### config.mk
export PLATFORM = sky130hd
export DESIGN_NAME = aclk_multi_alarm_flat
export DESIGN_NICKNAME = d
export VERILOG_FILES = /design/src/rtl/aclk_pkg.sv /design/src/rtl/aclk_multi_alarm_if.sv /design/src/rtl/aclk_alarm_channel.sv /design/src/rtl/aclk_multi_alarm.sv /design/src/flat_wrapper.sv
export SDC_FILE = /design/constraint.sdc
export NUM_CORES = 1
export LEC_CHECK = 0
export ABC_CLOCK_PERIOD_IN_PS = 7500
export CAP_MARGIN = 20
export CORE_ASPECT_RATIO = 0.75
export CORE_MARGIN = 10
export CORE_UTILIZATION = 42
export DETAILED_ROUTE_END_ITERATION = 16
export PLACE_DENSITY_LB_ADDON = 0.08
export RECOVER_POWER = 100
export SYNTH_ARGS = -nofsm -noshare
export SYNTH_HDL_FRONTEND = slang
export SYNTH_SLANG_ARGS = --single-unit
### constraint.sdc
create_clock -name clock -period 7.5 [get_ports clock]
set_input_delay 1.5 -clock clock [delete_from_list [all_inputs] [get_ports clock]]
set_output_delay 1.5 -clock clock [all_outputs]
set_load 0.005 [all_outputs]
### src/rtl/aclk_pkg.sv
// ---------------------------------------------------------------------------
// aclk_pkg
// Shared definitions for the multi-alarm engine of the 24-hour alarm clock:
// BCD digit width, the packed HH:MM time type, per-channel FSM encodings and
// a BCD time validity helper.
// ---------------------------------------------------------------------------
package aclk_pkg;

  localparam int DIGIT_W = 4;

  // Channel FSM encodings. Bit 0 set means RINGING and bit 1 set means
  // SNOOZED, so the channel status outputs are taken straight from the state
  // register.
  localparam logic [1:0] ST_IDLE    = 2'd0;
  localparam logic [1:0] ST_RINGING = 2'd1;
  localparam logic [1:0] ST_SNOOZED = 2'd2;

  typedef struct packed {
    logic [DIGIT_W-1:0] ms_hr;
    logic [DIGIT_W-1:0] ls_hr;
    logic [DIGIT_W-1:0] ms_min;
    logic [DIGIT_W-1:0] ls_min;
  } bcd_time_t;

  // True when t is a legal 00:00..23:59 BCD time.
  function automatic logic bcd_time_valid(input bcd_time_t t);
    logic hr_ok;
    hr_ok = ((t.ms_hr < 4'd2) && (t.ls_hr <= 4'd9)) ||
            ((t.ms_hr == 4'd2) && (t.ls_hr <= 4'd3));
    return hr_ok && (t.ms_min <= 4'd5) && (t.ls_min <= 4'd9);
  endfunction

endpackage

### src/rtl/aclk_multi_alarm_if.sv
// ---------------------------------------------------------------------------
// aclk_multi_alarm_if
// Bus between the alarm engine and its neighbours:
//   - alarm load port, driven by the key buffer (new_alarm_*, load_new_alarm,
//     alarm_sel),
//   - view port, used by the LCD driver (view_sel in, view_* out).
// master: key buffer / LCD side.  slave: alarm engine side.
// ---------------------------------------------------------------------------
interface aclk_multi_alarm_if #(
  parameter int NUM_ALARMS = 4
);
  localparam int IDX_W = (NUM_ALARMS > 1) ? $clog2(NUM_ALARMS) : 1;

  logic [aclk_pkg::DIGIT_W-1:0] new_alarm_ms_hr;
  logic [aclk_pkg::DIGIT_W-1:0] new_alarm_ls_hr;
  logic [aclk_pkg::DIGIT_W-1:0] new_alarm_ms_min;
  logic [aclk_pkg::DIGIT_W-1:0] new_alarm_ls_min;
  logic                         load_new_alarm;
  logic [IDX_W-1:0]             alarm_sel;

  logic [IDX_W-1:0]             view_sel;
  logic [aclk_pkg::DIGIT_W-1:0] view_ms_hr;
  logic [aclk_pkg::DIGIT_W-1:0] view_ls_hr;
  logic [aclk_pkg::DIGIT_W-1:0] view_ms_min;
  logic [aclk_pkg::DIGIT_W-1:0] view_ls_min;

  modport master (
    output new_alarm_ms_hr, new_alarm_ls_hr, new_alarm_ms_min, new_alarm_ls_min,
    output load_new_alarm, alarm_sel, view_sel,
    input  view_ms_hr, view_ls_hr, view_ms_min, view_ls_min
  );

  modport slave (
    input  new_alarm_ms_hr, new_alarm_ls_hr, new_alarm_ms_min, new_alarm_ls_min,
    input  load_new_alarm, alarm_sel, view_sel,
    output view_ms_hr, view_ls_hr, view_ms_min, view_ls_min
  );

endinterface

### src/rtl/aclk_alarm_channel.sv
// ---------------------------------------------------------------------------
// aclk_alarm_channel
// One alarm channel: stored alarm time, compare against the current time,
// IDLE/RINGING/SNOOZED FSM with bounded snooze and ring auto-silence.
// Ports:
//   clock, reset           clock, async active-high reset
//   eval                   one_minute delayed one cycle (time already updated)
//   cur_time               current time, BCD
//   load, new_time         load strobe for this channel and the digits to store
//   enable                 level-sensitive arm
//   snooze_button          snooze pulse
//   stop_button            stop pulse
//   alarm_time             stored alarm time
//   ringing, snoozed       channel status, straight from the state register
// ---------------------------------------------------------------------------
module aclk_alarm_channel
  import aclk_pkg::*;
#(
  parameter int SNOOZE_MIN       = 5,
  parameter int MAX_SNOOZES      = 3,
  parameter int RING_TIMEOUT_MIN = 10
) (
  input  logic      clock,
  input  logic      reset,
  input  logic      eval,
  input  bcd_time_t cur_time,
  input  logic      load,
  input  bcd_time_t new_time,
  input  logic      enable,
  input  logic      snooze_button,
  input  logic      stop_button,
  output bcd_time_t alarm_time,
  output logic      ringing,
  output logic      snoozed
);

  localparam int SNZ_W  = $clog2(SNOOZE_MIN + 1);
  localparam int RING_W = $clog2(RING_TIMEOUT_MIN + 1);
  localparam int USED_W = (MAX_SNOOZES > 0) ? $clog2(MAX_SNOOZES + 1) : 1;

  logic [1:0]        st_q;
  bcd_time_t         alarm_q;
  logic [SNZ_W-1:0]  snooze_cnt_q;
  logic [RING_W-1:0] ring_cnt_q;
  logic [USED_W-1:0] snooze_used_q;

  logic match;
  logic snooze_ok;
  logic ring_last;
  logic ring_sat;

  // An invalid stored time must never fire, whatever the counter presents.
  assign match     = bcd_time_valid(alarm_q) && (alarm_q == cur_time);
  assign snooze_ok = snooze_used_q < USED_W'(MAX_SNOOZES);
  // This eval is the one that brings ring_cnt to RING_TIMEOUT_MIN.
  assign ring_last = ring_cnt_q >= RING_W'(RING_TIMEOUT_MIN - 1);
  assign ring_sat  = ring_cnt_q == RING_W'(RING_TIMEOUT_MIN);

  // NOTE: every register here, including the stored alarm digits, is in the
  // reset branch; the alarm time is user-visible state that must read 00:00
  // after reset, so it is not treated as reset-free storage.
  always_ff @(posedge clock or posedge reset) begin
    if (reset) begin
      st_q          <= ST_IDLE;
      alarm_q       <= '0;
      snooze_cnt_q  <= '0;
      ring_cnt_q    <= '0;
      snooze_used_q <= '0;
    end else if (load) begin
      // A load beats anything else this cycle, including a trigger.
      alarm_q       <= new_time;
      st_q          <= ST_IDLE;
      snooze_cnt_q  <= '0;
      ring_cnt_q    <= '0;
      snooze_used_q <= '0;
    end else begin
      // NOTE: non-blocking assignments throughout, so every branch sees the
      // pre-edge counter values regardless of statement order.
      case (st_q)
        ST_IDLE: begin
          if (eval && enable && match) begin
            st_q          <= ST_RINGING;
            ring_cnt_q    <= '0;
            snooze_used_q <= '0;
          end
        end
        ST_RINGING: begin
          if (stop_button || !enable) begin
            st_q <= ST_IDLE;
          end else if (snooze_button && snooze_ok) begin
            st_q          <= ST_SNOOZED;
            snooze_cnt_q  <= SNZ_W'(SNOOZE_MIN);
            snooze_used_q <= snooze_used_q + 1'b1;
          end else if (eval) begin
            // A snooze at the limit falls through to here and is ignored.
            if (ring_last) st_q <= ST_IDLE;
            if (!ring_sat) ring_cnt_q <= ring_cnt_q + 1'b1;
          end
        end
        ST_SNOOZED: begin
          if (stop_button || !enable) begin
            st_q <= ST_IDLE;
          end else if (eval) begin
            if (snooze_cnt_q <= SNZ_W'(1)) begin
              st_q       <= ST_RINGING;
              ring_cnt_q <= '0;
            end
            if (snooze_cnt_q != '0) snooze_cnt_q <= snooze_cnt_q - 1'b1;
          end
        end
        default: st_q <= ST_IDLE;
      endcase
    end
  end

  assign alarm_time = alarm_q;
  assign ringing    = st_q[0];
  assign snoozed    = st_q[1];

endmodule

### src/rtl/aclk_multi_alarm.sv
// ---------------------------------------------------------------------------
// aclk_multi_alarm
// NUM_ALARMS independent alarm channels for the 24-hour alarm clock.
// Ports:
//   clock, reset                  clock, async active-high reset
//   one_minute                    minute pulse (time counter advances on the
//                                 same edge)
//   current_time_*                current time digits, BCD
//   alarm_enable                  per-channel arm mask (level)
//   snooze_button, stop_button    debounced pulses, applied to all channels
//   ringing, snoozed              per-channel status, registered
//   alarm_sound                   OR of ringing
//   bus (slave)                   alarm load port and combinational view port
// ---------------------------------------------------------------------------
module aclk_multi_alarm
  import aclk_pkg::*;
#(
  parameter int NUM_ALARMS       = 4,
  parameter int SNOOZE_MIN       = 5,
  parameter int MAX_SNOOZES      = 3,
  parameter int RING_TIMEOUT_MIN = 10
) (
  input  logic                  clock,
  input  logic                  reset,
  input  logic                  one_minute,
  input  logic [DIGIT_W-1:0]    current_time_ms_hr,
  input  logic [DIGIT_W-1:0]    current_time_ls_hr,
  input  logic [DIGIT_W-1:0]    current_time_ms_min,
  input  logic [DIGIT_W-1:0]    current_time_ls_min,
  input  logic [NUM_ALARMS-1:0] alarm_enable,
  input  logic                  snooze_button,
  input  logic                  stop_button,
  output logic [NUM_ALARMS-1:0] ringing,
  output logic [NUM_ALARMS-1:0] snoozed,
  output logic                  alarm_sound,
  aclk_multi_alarm_if.slave     bus
);

  localparam int IDX_W = (NUM_ALARMS > 1) ? $clog2(NUM_ALARMS) : 1;

  logic      one_minute_q;
  bcd_time_t cur_time;
  bcd_time_t new_time;
  bcd_time_t view_time;
  bcd_time_t alarm_time [NUM_ALARMS];

  // Compare one cycle after the pulse so the counter has already advanced.
  always_ff @(posedge clock or posedge reset) begin
    if (reset) one_minute_q <= 1'b0;
    else       one_minute_q <= one_minute;
  end

  assign cur_time = '{current_time_ms_hr, current_time_ls_hr,
                      current_time_ms_min, current_time_ls_min};
  assign new_time = '{bus.new_alarm_ms_hr, bus.new_alarm_ls_hr,
                      bus.new_alarm_ms_min, bus.new_alarm_ls_min};

  for (genvar i = 0; i < NUM_ALARMS; i++) begin : g_ch
    logic load_i;

    // An out-of-range alarm_sel matches no channel and the load is dropped.
    assign load_i = bus.load_new_alarm && (bus.alarm_sel == IDX_W'(i));

    aclk_alarm_channel #(
      .SNOOZE_MIN       (SNOOZE_MIN),
      .MAX_SNOOZES      (MAX_SNOOZES),
      .RING_TIMEOUT_MIN (RING_TIMEOUT_MIN)
    ) u_ch (
      .clock         (clock),
      .reset         (reset),
      .eval          (one_minute_q),
      .cur_time      (cur_time),
      .load          (load_i),
      .new_time      (new_time),
      .enable        (alarm_enable[i]),
      .snooze_button (snooze_button),
      .stop_button   (stop_button),
      .alarm_time    (alarm_time[i]),
      .ringing       (ringing[i]),
      .snoozed       (snoozed[i])
    );
  end

  // NOTE: view_time gets a default before the loop so no path leaves it
  // unassigned; an out-of-range view_sel then reads 00:00.
  always_comb begin
    view_time = '0;
    for (int i = 0; i < NUM_ALARMS; i++) begin
      if (bus.view_sel == IDX_W'(i)) view_time = alarm_time[i];
    end
  end

  assign bus.view_ms_hr  = view_time.ms_hr;
  assign bus.view_ls_hr  = view_time.ls_hr;
  assign bus.view_ms_min = view_time.ms_min;
  assign bus.view_ls_min = view_time.ls_min;

  assign alarm_sound = |ringing;

endmodule

### src/flat_wrapper.sv
// flat-port wrapper written by rule: the top's interface ports become plain ports
module aclk_multi_alarm_flat import aclk_pkg::*;
#(
  parameter int NUM_ALARMS       = 4,
  parameter int SNOOZE_MIN       = 5,
  parameter int MAX_SNOOZES      = 3,
  parameter int RING_TIMEOUT_MIN = 10
)
  (clock, reset, one_minute, current_time_ms_hr, current_time_ls_hr, current_time_ms_min, current_time_ls_min, alarm_enable, snooze_button, stop_button, ringing, snoozed, alarm_sound, bus_new_alarm_ms_hr, bus_new_alarm_ls_hr, bus_new_alarm_ms_min, bus_new_alarm_ls_min, bus_load_new_alarm, bus_alarm_sel, bus_view_sel, bus_view_ms_hr, bus_view_ls_hr, bus_view_ms_min, bus_view_ls_min);
  aclk_multi_alarm_if #(.NUM_ALARMS(NUM_ALARMS)) bus_i ();
  input  logic clock;
  input  logic reset;
  input  logic one_minute;
  input  logic [DIGIT_W-1:0] current_time_ms_hr;
  input  logic [DIGIT_W-1:0] current_time_ls_hr;
  input  logic [DIGIT_W-1:0] current_time_ms_min;
  input  logic [DIGIT_W-1:0] current_time_ls_min;
  input  logic [NUM_ALARMS-1:0] alarm_enable;
  input  logic snooze_button;
  input  logic stop_button;
  output logic [NUM_ALARMS-1:0] ringing;
  output logic [NUM_ALARMS-1:0] snoozed;
  output logic alarm_sound;
  input wire logic [$bits(bus_i.new_alarm_ms_hr)-1:0] bus_new_alarm_ms_hr;
  input wire logic [$bits(bus_i.new_alarm_ls_hr)-1:0] bus_new_alarm_ls_hr;
  input wire logic [$bits(bus_i.new_alarm_ms_min)-1:0] bus_new_alarm_ms_min;
  input wire logic [$bits(bus_i.new_alarm_ls_min)-1:0] bus_new_alarm_ls_min;
  input wire logic [$bits(bus_i.load_new_alarm)-1:0] bus_load_new_alarm;
  input wire logic [$bits(bus_i.alarm_sel)-1:0] bus_alarm_sel;
  input wire logic [$bits(bus_i.view_sel)-1:0] bus_view_sel;
  output wire logic [$bits(bus_i.view_ms_hr)-1:0] bus_view_ms_hr;
  output wire logic [$bits(bus_i.view_ls_hr)-1:0] bus_view_ls_hr;
  output wire logic [$bits(bus_i.view_ms_min)-1:0] bus_view_ms_min;
  output wire logic [$bits(bus_i.view_ls_min)-1:0] bus_view_ls_min;
  assign bus_i.new_alarm_ms_hr = bus_new_alarm_ms_hr;
  assign bus_i.new_alarm_ls_hr = bus_new_alarm_ls_hr;
  assign bus_i.new_alarm_ms_min = bus_new_alarm_ms_min;
  assign bus_i.new_alarm_ls_min = bus_new_alarm_ls_min;
  assign bus_i.load_new_alarm = bus_load_new_alarm;
  assign bus_i.alarm_sel = bus_alarm_sel;
  assign bus_i.view_sel = bus_view_sel;
  assign bus_view_ms_hr = bus_i.view_ms_hr;
  assign bus_view_ls_hr = bus_i.view_ls_hr;
  assign bus_view_ms_min = bus_i.view_ms_min;
  assign bus_view_ls_min = bus_i.view_ls_min;
  aclk_multi_alarm #(.NUM_ALARMS(NUM_ALARMS), .SNOOZE_MIN(SNOOZE_MIN), .MAX_SNOOZES(MAX_SNOOZES), .RING_TIMEOUT_MIN(RING_TIMEOUT_MIN)) u_core (.clock(clock), .reset(reset), .one_minute(one_minute), .current_time_ms_hr(current_time_ms_hr), .current_time_ls_hr(current_time_ls_hr), .current_time_ms_min(current_time_ms_min), .current_time_ls_min(current_time_ls_min), .alarm_enable(alarm_enable), .snooze_button(snooze_button), .stop_button(stop_button), .ringing(ringing), .snoozed(snoozed), .alarm_sound(alarm_sound), .bus(bus_i));
endmodule
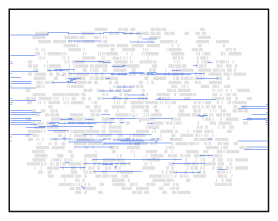
run_1/m3.png
Scale: 1.5 px per µm. Cells faint in the background.
nets with wire on the layer	93
share of all routed wire	7.1%
wire length on this layer	1540 µm
main direction	horizontal
longest straight run	59.3 µm

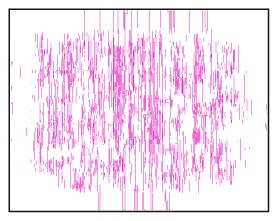
run_1/m2.png
Scale: 1.5 px per µm.
nets with wire on the layer	746
share of all routed wire	44%
longest straight run	65.3 µm

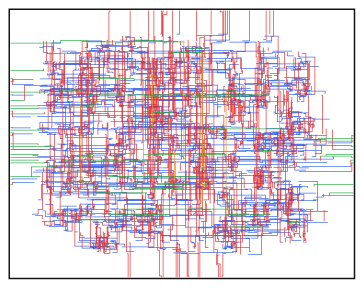
run_1/layers.png
Scale: 2 px per µm.
color	layer	wire length
orange	M4	437 µm
red	M2	9500 µm
blue	M1	10100 µm
green	M3	1540 µm

## run 1: registers in the layout (all words and copies together), names as in the netlist
register	flops
u_core.g_ch.u_ch.snooze_used_q	8
u_core.g_ch.u_ch.snooze_cnt_q	12
u_core.g_ch.u_ch.st_q	8
u_core.one_minute_q	1
u_core.g_ch.u_ch.ring_cnt_q	16
u_core.g_ch.u_ch.alarm_time	64
## run 1: cells in the final DEF (no fill, tap or decap), types with 6 or more instances in the layout
cell / synthesis / final
a211oi_1: 6 / 7
a21oi_1: 26 / 26
a31oi_1: 7 / 7
and2_1: 7 / 6
and3_1: 6 / 6
clkbuf_16: 0 / 9
clkdlybuf4s50_1: 0 / 38
dfrtp_1: 109 / 109
dlygate4sd3_1: 0 / 32
ha_1: 48 / 48
inv_1: 39 / 38
mux2i_1: 13 / 13
mux4_2: 16 / 16
nand2_1: 225 / 225
nand2b_1: 19 / 19
nand3_1: 14 / 14
nand3b_1: 10 / 10
nand4_1: 12 / 12
nor2_1: 36 / 34
nor2b_1: 12 / 12
nor3_1: 10 / 10
nor4_1: 6 / 6
o21ai_0: 31 / 31
xnor2_1: 7 / 7
xor2_1: 35 / 35
## run 1: logic make-up after synthesis
family	synth area share [%]
compound gates	11.4
xor+xnor	5.06
fa+ha+maj	8.27
buf+inv	4.74
flops	37.5
mux	7.53
simple gates	25.4
## run 1: area by class of cell
class	count	area (µm²)
clock buffers	10	229
well taps	215	269
multi-input cells	638	4190
inverters	39	148
fillers	1595	8510
clock inverters	6	65.1
repair buffers	77	739
flip-flops and latches	109	2730
## run 1: where the power goes
group	internal [µW]	switching, µW
Combinational	390	483
Sequential	710	154
Clock	237	249
## run 1: worst max-delay path: cells and delay by family
kind | cells | cell delay (ns)
buf+inv | 3 | 2.18
mux | 1 | 0.61
==> Changelog: implementation, run 1 <==
### Implementation results

- Status: complete, but fails checks
- Failing checks: max-capacitance violations, max-slew violations
- Clk slew on worst S/H paths: 0.07 ns
- Async S/R FF share, synth: 100%
- Final hold violations: 0
- Leak: 0.00387 µW
- CP Cell Sequence: dlygate4sd3_1 > clkbuf_1 > mux4_2 > dlygate4sd3_1
- Clock Sink Count: 109
- TritonCTS clock tree: built
- Chip Area, Yosys: 7260 µm²
- Cells after DPL: 1078
- H-tree lvl count: 3
- Yosys top cell by instances: nand2_1
- Worst Hold Endpoint: u_core.g_ch[2].u_ch.alarm_time[7]$_DFFE_PP0P_
- Total negative slack: 0 ns
- Post-route cell area: 8360 µm²
- Final Non-Filler Cells: 1094
- Slew Limit Fails: 181
- Number of global-route vias before repair: 6038
- Gr usage total: 19.0%
- Uppermost metal layer occupied by signal nets: met4
- Largest net degree at the start of global routing: 67
- # setup viols final: 0
- Core region area: 16900 µm²
- Global route overflow: 0
- CP endpoint: bus_view_ls_hr[0]
- ANT cells: 0
- DRC violations left: 0
- Power Total: 2220 µW
- Relative slew slack: -31.4%
- Max-area cell share: 37.5%
- Placed Area: 8100 µm²
- Max Cap Viol: 5
- RSZ-0062 raised after global routing: false
- Num CTS Buffers: 9
- Root buffer cell: clkbuf_16
- Post-DR wirelength/cell: 19.7 µm
- Top cells by count: nand2_1, dfrtp_1, ha_1
- Area contributors post-synth: dfrtp_1, nand2_1, ha_1
- Die Area: 23000 µm²
- Chip Width: 172 µm
- # IOs: 71
- Total tool warning count: 58
- Pre-CTS setup slack: 2.25 ns
- Worst Hold Class: flop to flop
- Slowest stage delay, CP: 0.82 ns
- Metal-1 WL: 10100 µm
- WHS: 0.519 ns
## Run 2: what changed since run 1
Settings changed: ABC_CLOCK_PERIOD_IN_PS 7500 to 4700.
Clock period 7.5 ns to 4.7 ns, I/O delays scaled along.
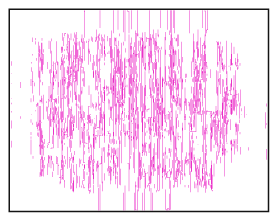
run_2/m2.png
Scale: 1.5 px per µm.
nets with wire on the layer	761
share of all routed wire	45%
wire length on this layer	10100 µm
longest straight run	65.3 µm

==> run 2 against run 1 <==
  * The run still ends with max-capacitance violations, max-slew violations left
  * Clock-buffer cell count is 1 lower
  * Via count is 1.4% higher
  * Global-route usage increased by 0.45 points
  * Sequential share of layout area fell by 0.16 points
  * Clock skew increased by 0.00089 ns
  * Wire length increased by 2.8%
  * Synthesized area stayed put
  * Sequential power up about 60%
  * Critical path type unchanged
  * Largest power group unchanged
==> Changelog: implementation, run 2 <==
### Implementation results

- Filler cells: 1570 (was 1595)
- TritonCTS clock tree: built (unchanged)
- Total negative slack: 0 ns (unchanged)
- Area contributors post-synth: dfrtp_1, nand2_1, ha_1 (unchanged)
- Buffering overhead: 9.01% (was 8.84%)
- Relative slew slack: -69.0% (was -31.4%)
- # IOs: 71 (unchanged)
- Max-area cell share: 37.5% (unchanged)
- Worst Hold Class: flop to flop (unchanged)
- Pre-CTS setup slack: 0.922 ns (was 2.25 ns)
- Logic Gate Count: 638 (unchanged)
- Root buffer cell: clkbuf_16 (unchanged)
- Power in sequential cells: 1380 µW (was 865 µW)
- Clock Sink Count: 109 (unchanged)
- Dominant class by area: multi-input combinational cells (unchanged)
- Chip Width: 172 µm (unchanged)
- Yosys simple share: 25.4% (unchanged)
- Net Sw Frac: 39.5% (was 39.9%)
- Die Area: 23000 µm² (unchanged)
- Logic share of the area: 49.8% (was 50.0%)
- Failing checks: max-capacitance violations, max-slew violations (unchanged)
- CP Cell Sequence: clkdlybuf4s50_1 > clkbuf_2 > mux4_2 > dlygate4sd3_1 (was dlygate4sd3_1 > clkbuf_1 > mux4_2 > dlygate4sd3_1)
- Combinational share of power: 38.7% (was 39.2%)
- Clk slew on worst S/H paths: 0.07 ns (about the same)
- Global route overflow: 0 (unchanged)
- Number of global-route vias before repair: 6085 (was 6038)
- Status: complete, but fails checks (unchanged)
- Max Cap Viol: 3 (was 5)
- Final hold violations: 0 (unchanged)
- Most frequent logic cell in the layout: nand2_1 (unchanged)
- Final Non-Filler Cells: 1097 (was 1094)
- Multi-input gate area: 4190 µm² (about the same)
- Internal Power: 2190 µW (was 1340 µW)
- CP Buf/Inv Count: 3 (unchanged)
- Top logic family: simple AND/OR/NAND/NOR gates (unchanged)
- Post-DR wirelength/cell: 20.2 µm (was 19.7 µm)
- Cells after DPL: 1081 (was 1078)
- Slowest stage delay, CP: 0.63 ns (was 0.82 ns)
- Slew Limit Fails: 113 (was 181)
- Crit. path cell count: 4 (unchanged)
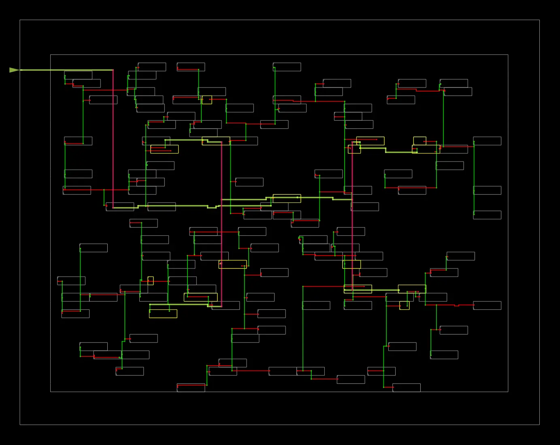
run_2/clock_nets.png
clock-net power: 834 µW
seq_cells: 109
Num CTS Buffers: 9
clock skew: 0.00995 ns
clkbuf count: 9

## run 2: cell count changes in the layout (fill, tap and decap cells not counted), sizes merged
cell | before | now
clkbuf | 14 | 15
inv | 42 | 43
buf | 3 | 4
bufinv | 0 | 1
clkinvlp | 1 | 0
## run 2: how the worst min path moves through the flow
stage / cells past startpoint / end / slack, ns
after floorplan: 2 / u_core.g_ch[2].u_ch.alarm_time[15]$_DFFE_PP0P_ / 0.45
after global placement: 2 / u_core.g_ch[2].u_ch.alarm_time[7]$_DFFE_PP0P_ / 0.48
after detailed placement: 2 / u_core.g_ch[2].u_ch.alarm_time[7]$_DFFE_PP0P_ / 0.50
after CTS: 2 / u_core.g_ch[2].u_ch.alarm_time[7]$_DFFE_PP0P_ / 0.51
after global routing: 2 / u_core.g_ch[2].u_ch.alarm_time[7]$_DFFE_PP0P_ / 0.55
final: 2 / u_core.g_ch[2].u_ch.alarm_time[7]$_DFFE_PP0P_ / 0.52
## run 2: through the flow
step	hold slack [ns]	cell area, µm²
2_1_floorplan	0.455	7260
3_3_place_gp	0.479	8120
3_5_place_dp	0.495	8120
4_1_cts	0.514	8440
5_1_grt	0.551	8400
6_report	0.516	8400
## run 2: worst min-delay path: stages, from the launching register on
cell and delay, ns:
dfrtp_1 0.36, nand2_1 0.06, nand2_1 0.06
## run 2: per-layer routing
metal,GRT usage (%),vias to the layer above,share of wire (%)
met5,0,-,0
li1,-,2950,-
met3,4.78,23,6.8
met2,30.2,203,45
met4,4.68,0,1.7
met1,26.8,3106,46
Power figures rest on the tool's default switching activity, not on a simulated workload.
